File: src/rtl/leve_fetch_queue_if.sv
// leve_fetch_queue_if: AXI read address/data channel bundle between the fetch queue and instruction memory.
interface leve_fetch_queue_if #(parameter int XLEN = 32);
    logic            ARVALID;
    logic            ARREADY;
    logic [XLEN-1:0] ARADDR;
    logic            RVALID;
    logic            RREADY;
    logic [31:0]     RDATA;
    logic [1:0]      RRESP;
    modport master (output ARVALID, ARADDR, RREADY, input ARREADY, RVALID, RDATA, RRESP);
    modport slave  (input ARVALID, ARADDR, RREADY, output ARREADY, RVALID, RDATA, RRESP);
endinterface

File: src/rtl/leve_fetch_queue.sv
// leve_fetch_queue: multi-outstanding AXI instruction prefetch queue with redirect flush and stale-response drop.
// Optional LEVE_FETCH_ERR_EN: tag entries with bus errors and halt fetch after an erroring beat.
module leve_fetch_queue #(
    parameter int              XLEN      = 32,
    parameter int              DEPTH     = 4,
    parameter int              MAX_OUTST = 2,
    parameter logic [XLEN-1:0] RESET_PC  = '0
) (
    input  logic             CLK,
    input  logic             RST,
    input  logic             IPC_WE,
    input  logic [XLEN-1:0]  INEXT_PC,
    output logic             OVALID,
    input  logic             OREADY,
    output logic [XLEN-1:0]  OPC,
    output logic [31:0]      OINSTR,
    output logic             OERR,
    leve_fetch_queue_if.master axi
);
    localparam int AW = $clog2(DEPTH);
    localparam int CW = AW + 1;
    localparam logic [CW-1:0] MAXO = CW'(MAX_OUTST);
    localparam logic [CW:0] DEP = (CW+1)'(DEPTH);
    localparam logic [XLEN-1:0] RST_PC = RESET_PC & ~XLEN'(3);

    logic [XLEN-1:0] mem_pc_q [DEPTH];
    logic [31:0]     mem_ins_q [DEPTH];
    logic            mem_err_q [DEPTH];
    logic [CW-1:0]   wptr_q, wptr_d, rptr_q, rptr_d, inflight_q, inflight_d, drop_q, drop_d, count;
    logic [XLEN-1:0] fetch_pc_q, fetch_pc_d, push_pc_q, push_pc_d, araddr_q, araddr_d, tgt;
    logic            arvalid_q, arvalid_d, halt_q, halt_d;
    logic            beat, ar_issue, push, pop, err_beat;

`ifdef LEVE_FETCH_ERR_EN
    assign err_beat = axi.RRESP != 2'b00;
`else
    logic unused_rresp;
    assign unused_rresp = ^axi.RRESP;
    assign err_beat = 1'b0;
`endif

    assign count = wptr_q - rptr_q;
    assign tgt   = INEXT_PC & ~XLEN'(3);
    assign beat  = axi.RVALID & axi.RREADY;
    // Pending AR is already counted in inflight, so reservation covers it too.
    assign ar_issue = ~IPC_WE & ~halt_q & (~arvalid_q | axi.ARREADY) & (inflight_q < MAXO)
                    & (({1'b0, count} + {1'b0, inflight_q}) < DEP);
    assign pop  = OVALID & OREADY & ~IPC_WE;
    assign push = beat & ~IPC_WE & (drop_q == '0);

    always_comb begin
        inflight_d = inflight_q + CW'(ar_issue) - CW'(beat);
        drop_d     = IPC_WE ? inflight_d : (beat && drop_q != '0) ? drop_q - CW'(1) : drop_q;
        arvalid_d  = ar_issue | (arvalid_q & ~axi.ARREADY);
        araddr_d   = ar_issue ? fetch_pc_q : araddr_q;
        fetch_pc_d = IPC_WE ? tgt : ar_issue ? fetch_pc_q + XLEN'(4) : fetch_pc_q;
        push_pc_d  = IPC_WE ? tgt : push ? push_pc_q + XLEN'(4) : push_pc_q;
        wptr_d     = IPC_WE ? '0 : wptr_q + CW'(push);
        rptr_d     = IPC_WE ? '0 : rptr_q + CW'(pop);
        halt_d     = IPC_WE ? 1'b0 : halt_q | (push & err_beat);
    end

    always_ff @(posedge CLK) begin
        if (RST) begin
            wptr_q     <= '0;
            rptr_q     <= '0;
            inflight_q <= '0;
            drop_q     <= '0;
            arvalid_q  <= 1'b0;
            araddr_q   <= '0;
            fetch_pc_q <= RST_PC;
            push_pc_q  <= RST_PC;
            halt_q     <= 1'b0;
            for (int i = 0; i < DEPTH; i++) begin
                mem_pc_q[i]  <= '0;
                mem_ins_q[i] <= '0;
                mem_err_q[i] <= 1'b0;
            end
        end else begin
            wptr_q     <= wptr_d;
            rptr_q     <= rptr_d;
            inflight_q <= inflight_d;
            drop_q     <= drop_d;
            arvalid_q  <= arvalid_d;
            araddr_q   <= araddr_d;
            fetch_pc_q <= fetch_pc_d;
            push_pc_q  <= push_pc_d;
            halt_q     <= halt_d;
            if (push) begin
                mem_pc_q[wptr_q[AW-1:0]]  <= push_pc_q;
                mem_ins_q[wptr_q[AW-1:0]] <= axi.RDATA;
                mem_err_q[wptr_q[AW-1:0]] <= err_beat;
            end
        end
    end

    assign OVALID      = count != '0;
    assign OPC         = mem_pc_q[rptr_q[AW-1:0]];
    assign OINSTR      = mem_ins_q[rptr_q[AW-1:0]];
    assign OERR        = mem_err_q[rptr_q[AW-1:0]];
    assign axi.ARVALID = arvalid_q;
    assign axi.ARADDR  = araddr_q;
    assign axi.RREADY  = 1'b1;
endmodule

File: src/flat_wrapper.sv
// flat-port wrapper written by rule: the top's interface ports become plain ports
module leve_fetch_queue_flat 
#(
    parameter int              XLEN      = 32,
    parameter int              DEPTH     = 4,
    parameter int              MAX_OUTST = 2,
    parameter logic [XLEN-1:0] RESET_PC  = '0
)
  (CLK, RST, IPC_WE, INEXT_PC, OVALID, OREADY, OPC, OINSTR, OERR, axi_ARVALID, axi_ARADDR, axi_RREADY, axi_ARREADY, axi_RVALID, axi_RDATA, axi_RRESP);
  leve_fetch_queue_if #(.XLEN(XLEN)) axi_i ();
  input  logic CLK;
  input  logic RST;
  input  logic IPC_WE;
  input  logic [XLEN-1:0] INEXT_PC;
  output logic OVALID;
  input  logic OREADY;
  output logic [XLEN-1:0] OPC;
  output logic [31:0] OINSTR;
  output logic OERR;
  output wire logic [$bits(axi_i.ARVALID)-1:0] axi_ARVALID;
  output wire logic [$bits(axi_i.ARADDR)-1:0] axi_ARADDR;
  output wire logic [$bits(axi_i.RREADY)-1:0] axi_RREADY;
  input wire logic [$bits(axi_i.ARREADY)-1:0] axi_ARREADY;
  input wire logic [$bits(axi_i.RVALID)-1:0] axi_RVALID;
  input wire logic [$bits(axi_i.RDATA)-1:0] axi_RDATA;
  input wire logic [$bits(axi_i.RRESP)-1:0] axi_RRESP;
  assign axi_ARVALID = axi_i.ARVALID;
  assign axi_ARADDR = axi_i.ARADDR;
  assign axi_RREADY = axi_i.RREADY;
  assign axi_i.ARREADY = axi_ARREADY;
  assign axi_i.RVALID = axi_RVALID;
  assign axi_i.RDATA = axi_RDATA;
  assign axi_i.RRESP = axi_RRESP;
  leve_fetch_queue #(.XLEN(XLEN), .DEPTH(DEPTH), .MAX_OUTST(MAX_OUTST), .RESET_PC(RESET_PC)) u_core (.CLK(CLK), .RST(RST), .IPC_WE(IPC_WE), .INEXT_PC(INEXT_PC), .OVALID(OVALID), .OREADY(OREADY), .OPC(OPC), .OINSTR(OINSTR), .OERR(OERR), .axi(axi_i));
endmodule
File: config.mk
export PLATFORM = sky130hd
export DESIGN_NAME = leve_fetch_queue_flat
export DESIGN_NICKNAME = d
export VERILOG_FILES = /design/src/rtl/leve_fetch_queue_if.sv /design/src/rtl/leve_fetch_queue.sv /design/src/flat_wrapper.sv
export SDC_FILE = /design/constraint.sdc
export NUM_CORES = 1
export LEC_CHECK = 0
export ABC_AREA = 1
export ABC_CLOCK_PERIOD_IN_PS = 17500
export CAP_MARGIN = 10
export CELL_PAD_IN_SITES_DETAIL_PLACEMENT = 1
export CELL_PAD_IN_SITES_GLOBAL_PLACEMENT = 1
export CORE_ASPECT_RATIO = 1.1
export CORE_MARGIN = 2
export CORE_UTILIZATION = 45
export DETAILED_ROUTE_END_ITERATION = 10
export PLACE_DENSITY_LB_ADDON = 0.12
export SETUP_SLACK_MARGIN = 0.02
export SLEW_MARGIN = 25
export SYNTH_ARGS = -nofsm -noshare
export SYNTH_HDL_FRONTEND = slang
export SYNTH_SLANG_ARGS = --single-unit
File: constraint.sdc
create_clock -name CLK -period 17.5 [get_ports CLK]
set_input_delay 2.625 -clock CLK [delete_from_list [all_inputs] [get_ports CLK]]
set_output_delay 2.625 -clock CLK [all_outputs]
set_load 0.05 [all_outputs]
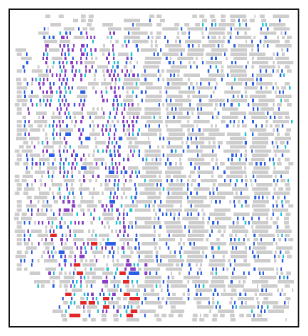
run_1/gate_families.png
[adder and majority cells] red | cells: 16
[inverters] cyan | cells: 156 | where: spread over the die
[NAND gates] purple | cells: 301
[NOR gates] blue | cells: 536 | where: spread over the die

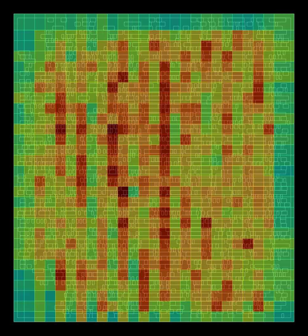
run_1/final_congestion.png
GRT Total Usage: 0.247
GRT met2 Usage: 0.445

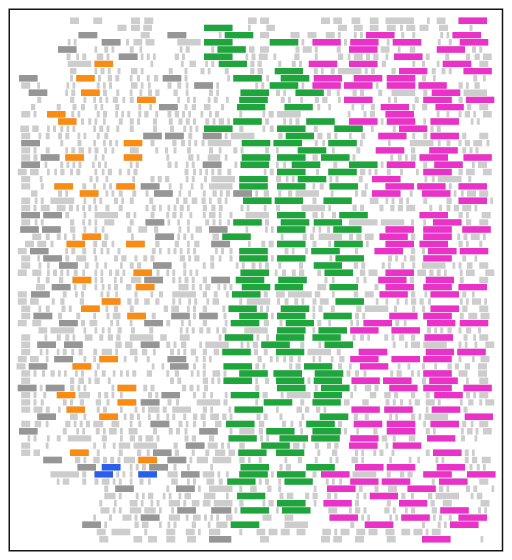
run_1/registers.png
[u_core.drop_q] blue | placed flops: 3
[u_core.fetch_pc_q] orange | placed flops: 30
[u_core.mem_pc_q] green | placed flops: 120 | where: a column down the middle
[u_core.mem_ins_q] magenta | placed flops: 128 | where: a column on the right
not coloured: 70
final core utilization: 0.537
Register Area: 0.00951 sq mm
Seq group: 0.000999 W
Seq area share: 0.492

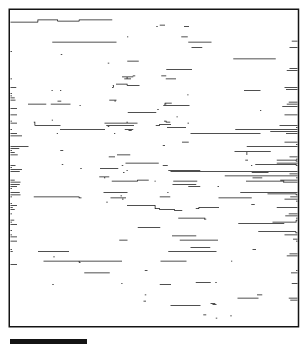
run_1/met3.png
Scale bar: 50 um.
share of all routed wire: 4.0%
nets with wire on the layer: 160
main direction: horizontal

==> qor.yml, run 1 <==
insertion_delay_ns: 0.53
ant_nets: 0
setup_violations: 0
routed_wl_um: 46400
yosys_cells: 1818
first_pass_iters: 5
p_comb_w: 0.000446
rsz0062_at_grt: "false"
clock.fmax_ghz: 0.153
sh_comb_area: 0.295
cp_data_required_time_ns: 14.88
antenna_cells: 0
stdcell_area_sq_mm: 0.0193
edf_count: 248
cts_buffers: 38
finalCriticalPeriod_ns: 6.52
buffer_area_frac: 0.0889
synth-async-reset-ratio: 0
worstMarginPinSlew_ns: 0.999
min_period_over_period: 0.372
cp-start-kind: "register"
syn_area_sq_mm: 0.0164
taps: 487
dpl.cell_count: 2377
seq_cell_count: 351
synth_area_per_cell_sq_um: 9.00
min_from: "u_core.axi.ARADDR[2]"
core_sq_mm: 0.0360
fillerInstances: 4194
cts_resized: 0
drt_iter0_drc: 697
top_usage_layer: "met2"
crit_cells: 7
wl_met2_um: 23600
grt_overflow: 0
die_width_um: 186
clkTransAtPathRegs_ns: 0.06
simple_gate_share: 0.216
warning_count: 31
reg2reg_to: "u_core.drop_q[2]"
max_slew_margin: 0.334
place.gp.congestion: 0.860
yosysWarnings: 0
top_cell: "nor2_1"
crit_chain: "clkinv_1 -> buf_4 -> fa_1 -> xor2_1 -> xor2_1 -> nand3b_1 -> clkdlybuf4s50_1"
clk_share: 0.0615
hold_path.class: "register to register"
worstPathMaxFanout: 40
fp_util: 0.455
final_common_cell: "nor2_1"
via_per_inst: 5.42
grtUsageMet3: 0.0294
clock_skew_ns: 0.0175
first_global_vias: 14200
common_cells: "447 x nor2_1, 248 x edfxtp_1, 205 x nand2_1"
r2r_slack_ns: 12.10
synth_area_leader_cell: "edfxtp_1"
top_area_frac: 0.455
met1_usage: 0.300
die_area_sq_mm: 0.0379
ys_ff: 351
cp_slowest_cell: "clkdlybuf4s50_1"
die_y_um: 204
layout_top_cells: "447 x nor2_1, 248 x edfxtp_1, 202 x nand2_1"
pg_clk_w: 0.000779
cts.path.max_buffers: 3
synthCells: 1818
yosysSeqAreaShare: 0.581
pwr-share-seq: 0.449
rr_worst_depth: 20
end_kind: "output pin"
top_layer_used: "met4"
cp_common_cell: "xor2_1"
top_logic_kind: "simple AND/OR/NAND/NOR gates"
yosys_area_sq_mm: 0.0164
vias: 13200
whs_path_depth: 2
adder_share: 0.0132
comb_cells: 1207
swShare: 0.304
status: "complete, no violations"
setup_slack_ns: 10.98
cts_tree: "done"
tns_ns: 0
core.rowCount: 73
drive_gt1_frac: 0.0567
p_switching_w: 0.000677
vdd_drop_max_uv: 78.1
synthAoiAreaFrac: 0.109
critPathTopFamily: "buffers and inverters"
root_buffer: "clkbuf_16"
grt_max_degree: 79
finalHoldViolCount: 0
power_leader: "sequential cells"
post_cts_buffers: 0
internal_power_w: 0.00155
wl_met1_um: 19400
area_growth_pct: 18.2
largestClassByArea: "flip-flops and latches"
hold-worst-slack_ns: 0.486
largest_register: "u_core.mem_ins_q"
nets: 2018
placed_area_sq_mm: 0.0181
antenna_found_initial: 0
leakagePower_nw: 7.34
==> run 1 -> run 2 <==
- ABC_CLOCK_PERIOD_IN_PS: 17500 -> 5750
- CORE_UTILIZATION: 45 -> 39
- clock period: 17.5 -> 5.75 ns (I/O delays scaled with it)
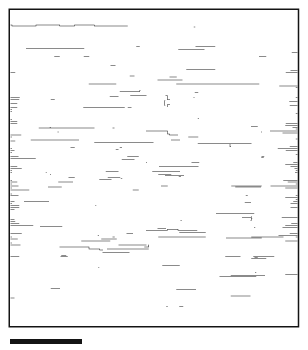
run_2/met3.png
Scale bar: 50 um.
nets with wire on the layer: 139
wire length on this layer: 1710 um
share of all routed wire: 3.6%

==> run 2 against run 1 <==
Net effect: worst hold slack worse by 0.0065 ns; sequential share of layout area is 0.57 points lower; cell area is 1.2% higher; largest cell class unchanged; utilization is 6.3 points lower; first-iteration DRC count is 21% lower; critical endpoint is now OINSTR[13]; power went up to 3.1 times the previous value; cell count is 3.4% higher; die size is 15% higher; critical path type unchanged; via count is 0.54% lower.
==> qor.yml, run 2 <==
top_logic_kind: "simple AND/OR/NAND/NOR gates"  # unchanged
insertion_delay_ns: 0.54  # was 0.53 ns
clock.fmax_ghz: 0.232
maxCapViolations: 0  # unchanged
ant_nets: 0  # unchanged
wl_met1_um: 21000  # was 19400 um
via_per_inst: 5.21  # was 5.42
worstPathMaxFanout: 80  # was 40
die_width_um: 199  # was 186 um
drt_iter0_drc: 554  # was 697
taps: 560  # was 487
syn_area_sq_mm: 0.0164  # unchanged
largestClassByArea: "flip-flops and latches"  # unchanged
first_global_vias: 13900  # was 14200
final_common_cell: "nor2_1"  # unchanged
top_area_frac: 0.455  # unchanged
core_sq_mm: 0.0413  # was 0.0360 sq mm
min_period_over_period: 0.751
hold_path.class: "register to register"  # unchanged
critPathTopFamily: "buffers and inverters"  # unchanged
synthAoiAreaFrac: 0.109  # unchanged
synth_area_leader_cell: "edfxtp_1"  # unchanged
synth-async-reset-ratio: 0  # unchanged
internal_power_w: 0.00476  # was 0.00155 W
buffer_area_frac: 0.0923  # was 0.0889
vdd_drop_max_uv: 227  # was 78.1 uV
post_cts_buffers: 0  # unchanged
worstMarginPinSlew_ns: 0.922  # was 0.999 ns
fp_util: 0.396  # was 0.455
powerDensity_mw_per_mm2: 351  # was 115 mW/mm^2
cts_buffers: 40  # was 38
leakagePower_nw: 7.41  # was 7.34 nW
crit_cells: 5  # was 7
layout.cells.non_filler: 2527  # was 2444
crit_chain: "clkinv_4 -> buf_4 -> o21ai_0 -> o22ai_1 -> clkdlybuf4s50_1"  # was clkinv_1 -> buf_4 -> fa_1 -> xor2_1 -> xor2_1 -> nand3b_1 -> clkdlybuf4s50_1
met2_usage: 0.399  # was 0.445
p_switching_w: 0.00210  # was 0.000677 W
critPathBufInv: 3  # unchanged
nets: 2027  # was 2018
seq_area_sq_mm: 0.00951  # unchanged
vias: 13200  # about the same
finalHoldViolCount: 0  # unchanged
die_area_sq_mm: 0.0436  # was 0.0379 sq mm
cp_data_required_time_ns: 4.89  # was 14.88 ns
finalCriticalPeriod_ns: 4.32
reg2reg_to: "u_core.drop_q[2]"  # unchanged
warning_count: 31  # unchanged
die_y_um: 219  # was 204 um
cts.path.max_buffers: 3  # unchanged
yosys_area_sq_mm: 0.0164  # unchanged
area_growth_pct: 19.5  # was 18.2%
stdcell_area_sq_mm: 0.0196  # was 0.0193 sq mm
ys_sh_xor: 0.00803  # unchanged
min_from: "u_core.axi.ARADDR[2]"  # unchanged
yosysSeqAreaShare: 0.581  # unchanged
cts_resized: 0  # unchanged
met1_usage: 0.282  # was 0.300
topCellsByArea: "edfxtp_1 46%, dfxtp_1 13%, nor2_1 10%"  # unchanged
status: "complete, no violations"  # unchanged
core.rowCount: 78  # was 73
dpl.cell_count: 2457  # was 2377
cts_tree: "done"  # unchanged
tns_ns: 0  # unchanged
rr_worst_depth: 20  # unchanged
setup_violations: 0  # unchanged
drive_gt1_frac: 0.0600  # was 0.0567
clk_share: 0.0631  # was 0.0615
top_usage_layer: "met2"  # unchanged
synth_area_per_cell_sq_um: 9.00  # unchanged
clock_skew_ns: 0.0122  # was 0.0175 ns
seq_area_frac: 0.487  # was 0.492
swShare: 0.305  # was 0.304
place.gp.congestion: 0.828  # was 0.860
placed_area_sq_mm: 0.0183  # was 0.0181 sq mm
r2r_slack_ns: 1.66  # was 12.10 ns
hold-worst-slack_ns: 0.479  # was 0.486 ns
root_buffer: "clkbuf_16"  # unchanged
wl_met2_um: 24300  # was 23600 um
power_leader: "sequential cells"  # unchanged
pg_clk_w: 0.00245  # was 0.000779 W
clkTransAtPathRegs_ns: 0.06  # about the same
whs_path_depth: 2  # unchanged
setup_slack_ns: 1.43  # was 10.98 ns
yosysWarnings: 0  # unchanged
cp_slowest_cell: "dfxtp_4"  # was clkdlybuf4s50_1
routed_wl_um: 48200  # was 46400 um
synthCells: 1818  # unchanged
fillerInstances: 4771  # was 4194
largest_register: "u_core.mem_ins_q"  # unchanged
yosys_cells: 1818  # unchanged
simple_gate_share: 0.216  # unchanged
layout_top_cells: "447 x nor2_1, 248 x edfxtp_1, 202 x nand2_1"  # unchanged
adder_share: 0.0132  # unchanged
p_comb_w: 0.00137  # was 0.000446 W
pwr-share-seq: 0.443  # was 0.449
common_cells: "447 x nor2_1, 248 x edfxtp_1, 205 x nand2_1"  # unchanged
cp-start-kind: "register"  # unchanged
grt_max_degree: 81  # was 79
sh_comb_area: 0.292  # was 0.295
grt_overflow: 0  # unchanged
final_util: 0.474  # was 0.537
grt_usage: 0.223  # was 0.247
comb_cells: 1207  # unchanged
max_slew_margin: 0.385  # was 0.334
rsz0062_at_grt: "false"  # unchanged
reg_top3: "u_core.mem_ins_q: 128 flops, u_core.mem_pc_q: 120 flops"  # unchanged
end_kind: "output pin"  # unchanged
edf_count: 248  # unchanged
top_cell: "nor2_1"  # unchanged
ys_ff: 351  # unchanged
cts.sinks: 351  # unchanged
sequentialPower_w: 0.00304  # was 0.000999 W
grtUsageMet3: 0.0255  # was 0.0294
antenna_cells: 0  # unchanged
seq_cell_count: 351  # unchanged
antenna_found_initial: 0  # unchanged
top_layer_used: "met4"  # unchanged
first_pass_iters: 4  # was 5
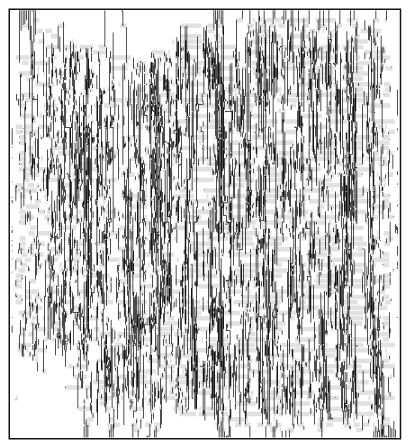
run_2/met2.png
share of all routed wire: 51%
nets with wire on the layer: 1735

No activity file was given, so power comes from the tool's default toggle rates.
